<file path="config.mk">
export PLATFORM = sky130hd
export DESIGN_NAME = and_unit_arbiter
export DESIGN_NICKNAME = d
export VERILOG_FILES = /design/src/rtl/and_unit_pkg.sv /design/src/rtl/rr_pick.sv /design/src/rtl/and_unit_arbiter.sv
export SDC_FILE = /design/constraint.sdc
export NUM_CORES = 1
export LEC_CHECK = 0
export ABC_CLOCK_PERIOD_IN_PS = 5800
export CORE_ASPECT_RATIO = 0.8
export CORE_UTILIZATION = 41
export DETAILED_ROUTE_END_ITERATION = 8
export PLACE_DENSITY = 0.95
export SLEW_MARGIN = 40
export SYNTH_ARGS = -nofsm -noshare
export SYNTH_HDL_FRONTEND = slang
export SYNTH_HIERARCHICAL = 1
export SYNTH_SLANG_ARGS = --single-unit
</file>
<file path="constraint.sdc">
create_clock -name clock -period 5.8 [get_ports clock]
set_clock_uncertainty 0.15 [all_clocks]
set_input_delay 0.87 -clock clock [delete_from_list [all_inputs] [get_ports clock]]
set_output_delay 0.87 -clock clock [all_outputs]
set_load 0.01 [all_outputs]
</file>
<file path="src/rtl/and_unit_pkg.sv">
// Shared types and constants for the round-robin AND arbiter.
// The optional grant counter is enabled by AND_UNIT_ARBITER_STATS_EN in and_unit_arbiter.
package and_unit_pkg;

    typedef enum logic [0:0] {
        EMPTY = 1'b0,
        FULL  = 1'b1
    } slot_state_t;

    localparam int DEF_WIDTH = 8;
    localparam int DEF_NREQ  = 4;
    localparam int STATS_W   = 16;

    // Increment modulo n; used for the round-robin pointer advance.
    function automatic int wrap_inc(input int v, input int n);
        if (v >= n - 1) begin
            return 0;
        end else begin
            return v + 1;
        end
    endfunction

endpackage

</file>
<file path="src/rtl/rr_pick.sv">
// Combinational rotate-priority encoder: first valid request at or after ptr,
// searching upward modulo NREQ. Returns a one-hot grant and its index.
module rr_pick #(
    parameter int NREQ = 4,
    parameter int IDW  = $clog2(NREQ)
) (
    input  logic [NREQ-1:0] req_valid,
    input  logic [IDW-1:0]  ptr,
    input  logic            en,
    output logic [NREQ-1:0] grant,
    output logic [IDW-1:0]  grant_idx,
    output logic            grant_any
);

    logic [IDW:0] idx_s;
    logic         found_s;

    // Walk the NREQ candidates starting at ptr and latch the first valid one.
    always_comb begin
        grant     = '0;
        grant_idx = '0;
        found_s   = 1'b0;
        idx_s     = '0;
        for (int k = 0; k < NREQ; k++) begin
            idx_s = {1'b0, ptr} + (IDW+1)'(k);
            if (idx_s >= (IDW+1)'(NREQ)) begin
                idx_s = idx_s - (IDW+1)'(NREQ);
            end else begin
                idx_s = idx_s;
            end
            if (en && !found_s && req_valid[idx_s[IDW-1:0]]) begin
                grant[idx_s[IDW-1:0]] = 1'b1;
                grant_idx             = idx_s[IDW-1:0];
                found_s               = 1'b1;
            end else begin
                found_s = found_s;
            end
        end
        grant_any = found_s;
    end

endmodule

</file>
<file path="src/rtl/and_unit_arbiter.sv">
// Round-robin arbiter sharing one registered a&b datapath among NREQ requesters.
// Define AND_UNIT_ARBITER_STATS_EN to add the saturating grant_count output.
module and_unit_arbiter
    import and_unit_pkg::*;
#(
    parameter  int NREQ  = DEF_NREQ,
    parameter  int WIDTH = DEF_WIDTH,
    localparam int IDW   = $clog2(NREQ)
) (
    input  logic                  clock,
    input  logic                  reset_n,
    input  logic [NREQ-1:0]       req_valid,
    input  logic [NREQ*WIDTH-1:0] req_a,
    input  logic [NREQ*WIDTH-1:0] req_b,
    output logic [NREQ-1:0]       req_ready,
    output logic                  rsp_valid,
    output logic [WIDTH-1:0]      rsp_data,
    output logic [IDW-1:0]        rsp_id,
`ifdef AND_UNIT_ARBITER_STATS_EN
    output logic [STATS_W-1:0]    grant_count,
`endif
    input  logic                  rsp_ready
);

    slot_state_t      state_r;
    slot_state_t      state_nxt_s;
    logic [IDW-1:0]   ptr_r;
    logic [WIDTH-1:0] data_r;
    logic [IDW-1:0]   id_r;

    logic             free_s;
    logic             en_s;
    logic [NREQ-1:0]  grant_s;
    logic [IDW-1:0]   grant_idx_s;
    logic             grant_any_s;
    logic [WIDTH-1:0] sel_a_s;
    logic [WIDTH-1:0] sel_b_s;

    // Gating with reset_n keeps req_ready low while reset is held.
    assign free_s = (state_r == EMPTY) | rsp_ready;
    assign en_s   = free_s & reset_n;

    rr_pick #(
        .NREQ (NREQ),
        .IDW  (IDW)
    ) u_pick (
        .req_valid (req_valid),
        .ptr       (ptr_r),
        .en        (en_s),
        .grant     (grant_s),
        .grant_idx (grant_idx_s),
        .grant_any (grant_any_s)
    );

    assign req_ready = grant_s;

    // Operand mux driven by the one-hot grant.
    always_comb begin
        sel_a_s = '0;
        sel_b_s = '0;
        for (int i = 0; i < NREQ; i++) begin
            if (grant_s[i]) begin
                sel_a_s = req_a[i*WIDTH +: WIDTH];
                sel_b_s = req_b[i*WIDTH +: WIDTH];
            end else begin
                sel_a_s = sel_a_s;
                sel_b_s = sel_b_s;
            end
        end
    end

    // Slot state and round-robin pointer registers.
    always_ff @(posedge clock or negedge reset_n) begin
        if (!reset_n) begin
            state_r <= EMPTY;
            ptr_r   <= '0;
        end else begin
            state_r <= state_nxt_s;
            if (grant_any_s) begin
                ptr_r <= IDW'(wrap_inc(int'(grant_idx_s), NREQ));
            end else begin
                ptr_r <= ptr_r;
            end
        end
    end

    // Slot next-state: a grant always fills; a drain without a grant empties.
    always_comb begin
        state_nxt_s = state_r;
        case (state_r)
            EMPTY: begin
                if (grant_any_s) begin
                    state_nxt_s = FULL;
                end else begin
                    state_nxt_s = EMPTY;
                end
            end
            FULL: begin
                if (rsp_ready && !grant_any_s) begin
                    state_nxt_s = EMPTY;
                end else begin
                    state_nxt_s = FULL;
                end
            end
            default: state_nxt_s = EMPTY;
        endcase
    end

    // Slot output decode.
    always_comb begin
        rsp_valid = 1'b0;
        case (state_r)
            FULL:    rsp_valid = 1'b1;
            EMPTY:   rsp_valid = 1'b0;
            default: rsp_valid = 1'b0;
        endcase
    end

    // Result register loads only on a grant so a stalled response stays stable.
    always_ff @(posedge clock or negedge reset_n) begin
        if (!reset_n) begin
            data_r <= '0;
            id_r   <= '0;
        end else if (grant_any_s) begin
            data_r <= sel_a_s & sel_b_s;
            id_r   <= grant_idx_s;
        end else begin
            data_r <= data_r;
            id_r   <= id_r;
        end
    end

    assign rsp_data = data_r;
    assign rsp_id   = id_r;

`ifdef AND_UNIT_ARBITER_STATS_EN
    logic [STATS_W-1:0] count_r;

    // Saturating grant counter.
    always_ff @(posedge clock or negedge reset_n) begin
        if (!reset_n) begin
            count_r <= '0;
        end else if (grant_any_s && (count_r != {STATS_W{1'b1}})) begin
            count_r <= count_r + STATS_W'(1);
        end else begin
            count_r <= count_r;
        end
    end

    assign grant_count = count_r;
`endif

endmodule

</file>
==> flow_metrics.tcl <==
# implementation run metrics
set metrics [dict create \
    finalClockPeriodUsage_pct 88.72 \
    power.share.clock_pct 9.5 \
    tap-cell-count 40 \
    synth_xor_xnor_area_share_pct 0 \
    finalPower_w 0.0008253 \
    placement.setup.worst_slack_ns 0.9837 \
    layout-area-overhead-vs-synth_pct 62.89 \
    dp_hpwl_mm 3.985 \
    comb_area_share_pct 43.45 \
    rr_startpoint "ptr_r[0]" \
    worst_hold_path.num_cells 1 \
    sequential_share_of_cell_area_pct 14.14 \
    crit_path_launch "ptr_r[0]" \
    drtPass1Iterations 4 \
    run_status "completed" \
    buffer_count_from_post_cts_setup_fixing 0 \
    grt_pass1_vias 1346 \
    grt_overflow 0 \
    yosysCellCount 161 \
    core_area_sq_um 3176 \
    worst_r2r_path_depth 10 \
    fp-row-count 18 \
    yosys_warnings 6 \
    tritoncts.num_buffers 3 \
    openroad.warnings 32 \
    fa_ha_area_share_pct 7.086 \
    simple_gate_area_share_pct 23.21 \
    first_pass_grt_wire_length_mm 6.893 \
    non_clock_buffer_area_share_pct 37.63 \
    ys_seq_share_pct 23.03 \
    synth.net_count 240 \
    synth.largest_area_cell "sky130_fd_sc_hd__dfrtp_1" \
    timing.critical_path.from_type "flop" \
    number_of_buffers_inserted_for_hold_repair_after_clock_tree_synthesis 0 \
    cts_root_buffer "sky130_fd_sc_hd__clkbuf_8" \
    top_signal_layer_used "met4" \
    vias_per_cell 5.765 \
    path_delay_family "buffers and inverters" \
    yosys_register_bits 13 \
    worstPathRequired_ns 4.78 \
    die_extent_in_y_um 54.50 \
    met2_routed_wirelength_mm 2.310 \
    timing_worst_slew_pin_value_ns 0.6674 \
    synth.comb.largest_family "AND-OR/OR-AND gates" \
    layout.non_clock_buffers 87 \
    worstPathCellList "inv_1, ha_1, mux4_2, nor2b_4, nor2_1, a221o_1, clkdlybuf4s50_1" \
    seqPwrFrac_pct 21.6 \
    layout.area.top_class "combinational gates" \
    finalSetupViolations 0 \
    placedInstanceArea_sq_um 2256 \
    synthDominantCellAreaShare_pct 23.03 \
    synth_cell_types 41 \
    layout.cells.most_common_list "sky130_fd_sc_hd__clkdlybuf4s50_1 (85), sky130_fd_sc_hd__a21oi_1 (18), sky130_fd_sc_hd__dfrtp_1 (13)" \
    finalWeightedCongestion 0.8701 \
    chipArea_sq_um 3686 \
    use_met3_pct 3.750 \
    cts_buffer_depth 2 \
    synth.top_cells.by_count "sky130_fd_sc_hd__a21oi_1 (18), sky130_fd_sc_hd__dfrtp_1 (13), sky130_fd_sc_hd__nor2_1 (12)" \
    asyncSetResetFlopFracSynth_pct 100.0 \
    num-multi-input-gates 133 \
    fin_worst_hold_slack_ns 0.3374 \
    min-delay-start "rsp_id[0]" \
    synth.yosys.chip_area_sq_um 1413 \
    report.final.slew_viol_count 0 \
    final_setup_slack_of_the_worst_path_ns 0.6542 \
    powerSeq_w 0.000178 \
    critical_path_peak_fanout 20 \
    synthMostInstantiatedCell "sky130_fd_sc_hd__a21oi_1" \
    syn_avg_cell_area_sq_um 8.774 \
    worst_setup_path_endpoint "req_ready[2]" \
    ios 86 \
]
Wire density map:
14 x 11 tiles, from white (low) to dark blue (high), scaled to the fullest tile. Values are wire area over tile area, all layers added.
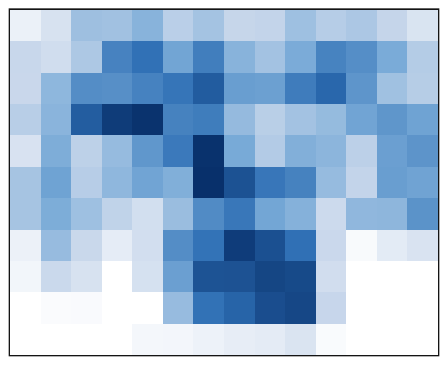
fullest tile: 0.55
mean over tiles: 0.22
nearly empty tiles: 11%
densest ninth of the die: center
emptiest ninth of the die: lower left
tiles over half the peak: 36%

Selected gate families:
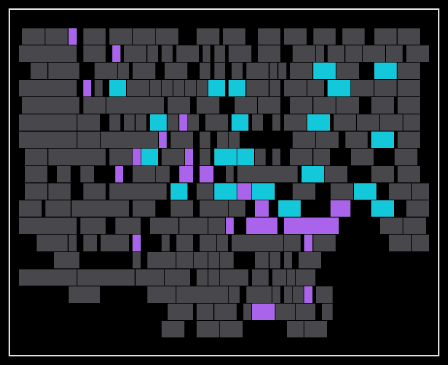
| color | family | cells |
|---|---|---|
| cyan | AND-OR and OR-AND gates | 20 |
| purple | NOR gates | 20 |

I/O pins on the die edge:
Scale bar: 20 um. Pins as bars across the die edge, other pins in gray.
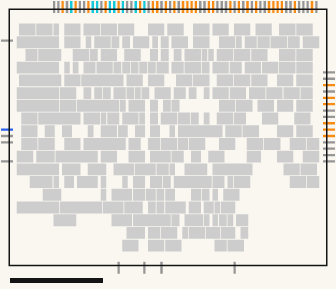
| color | port | pins | direction | edge |
|---|---|---|---|---|
| orange | `req_b` | 32 | input | 26 top, 6 right |
| cyan | `rsp_data` | 8 | output | top |
| blue | `rsp_valid` | 1 | output | left |
all pins by edge: 62 top, 15 right, 5 left, 4 bottom

The clock network:
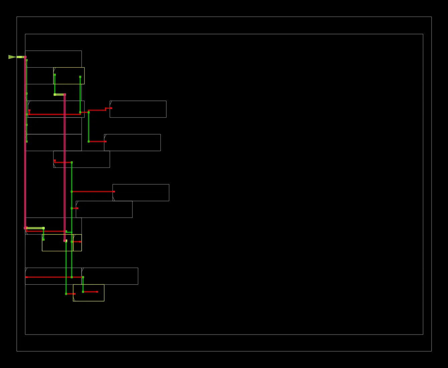
tally of clock buffers in the finished layout: 4
count of flip-flops and latches: 13
later-pin clock latency in the skew report: 0.24 ns
count of clock tree sinks: 13

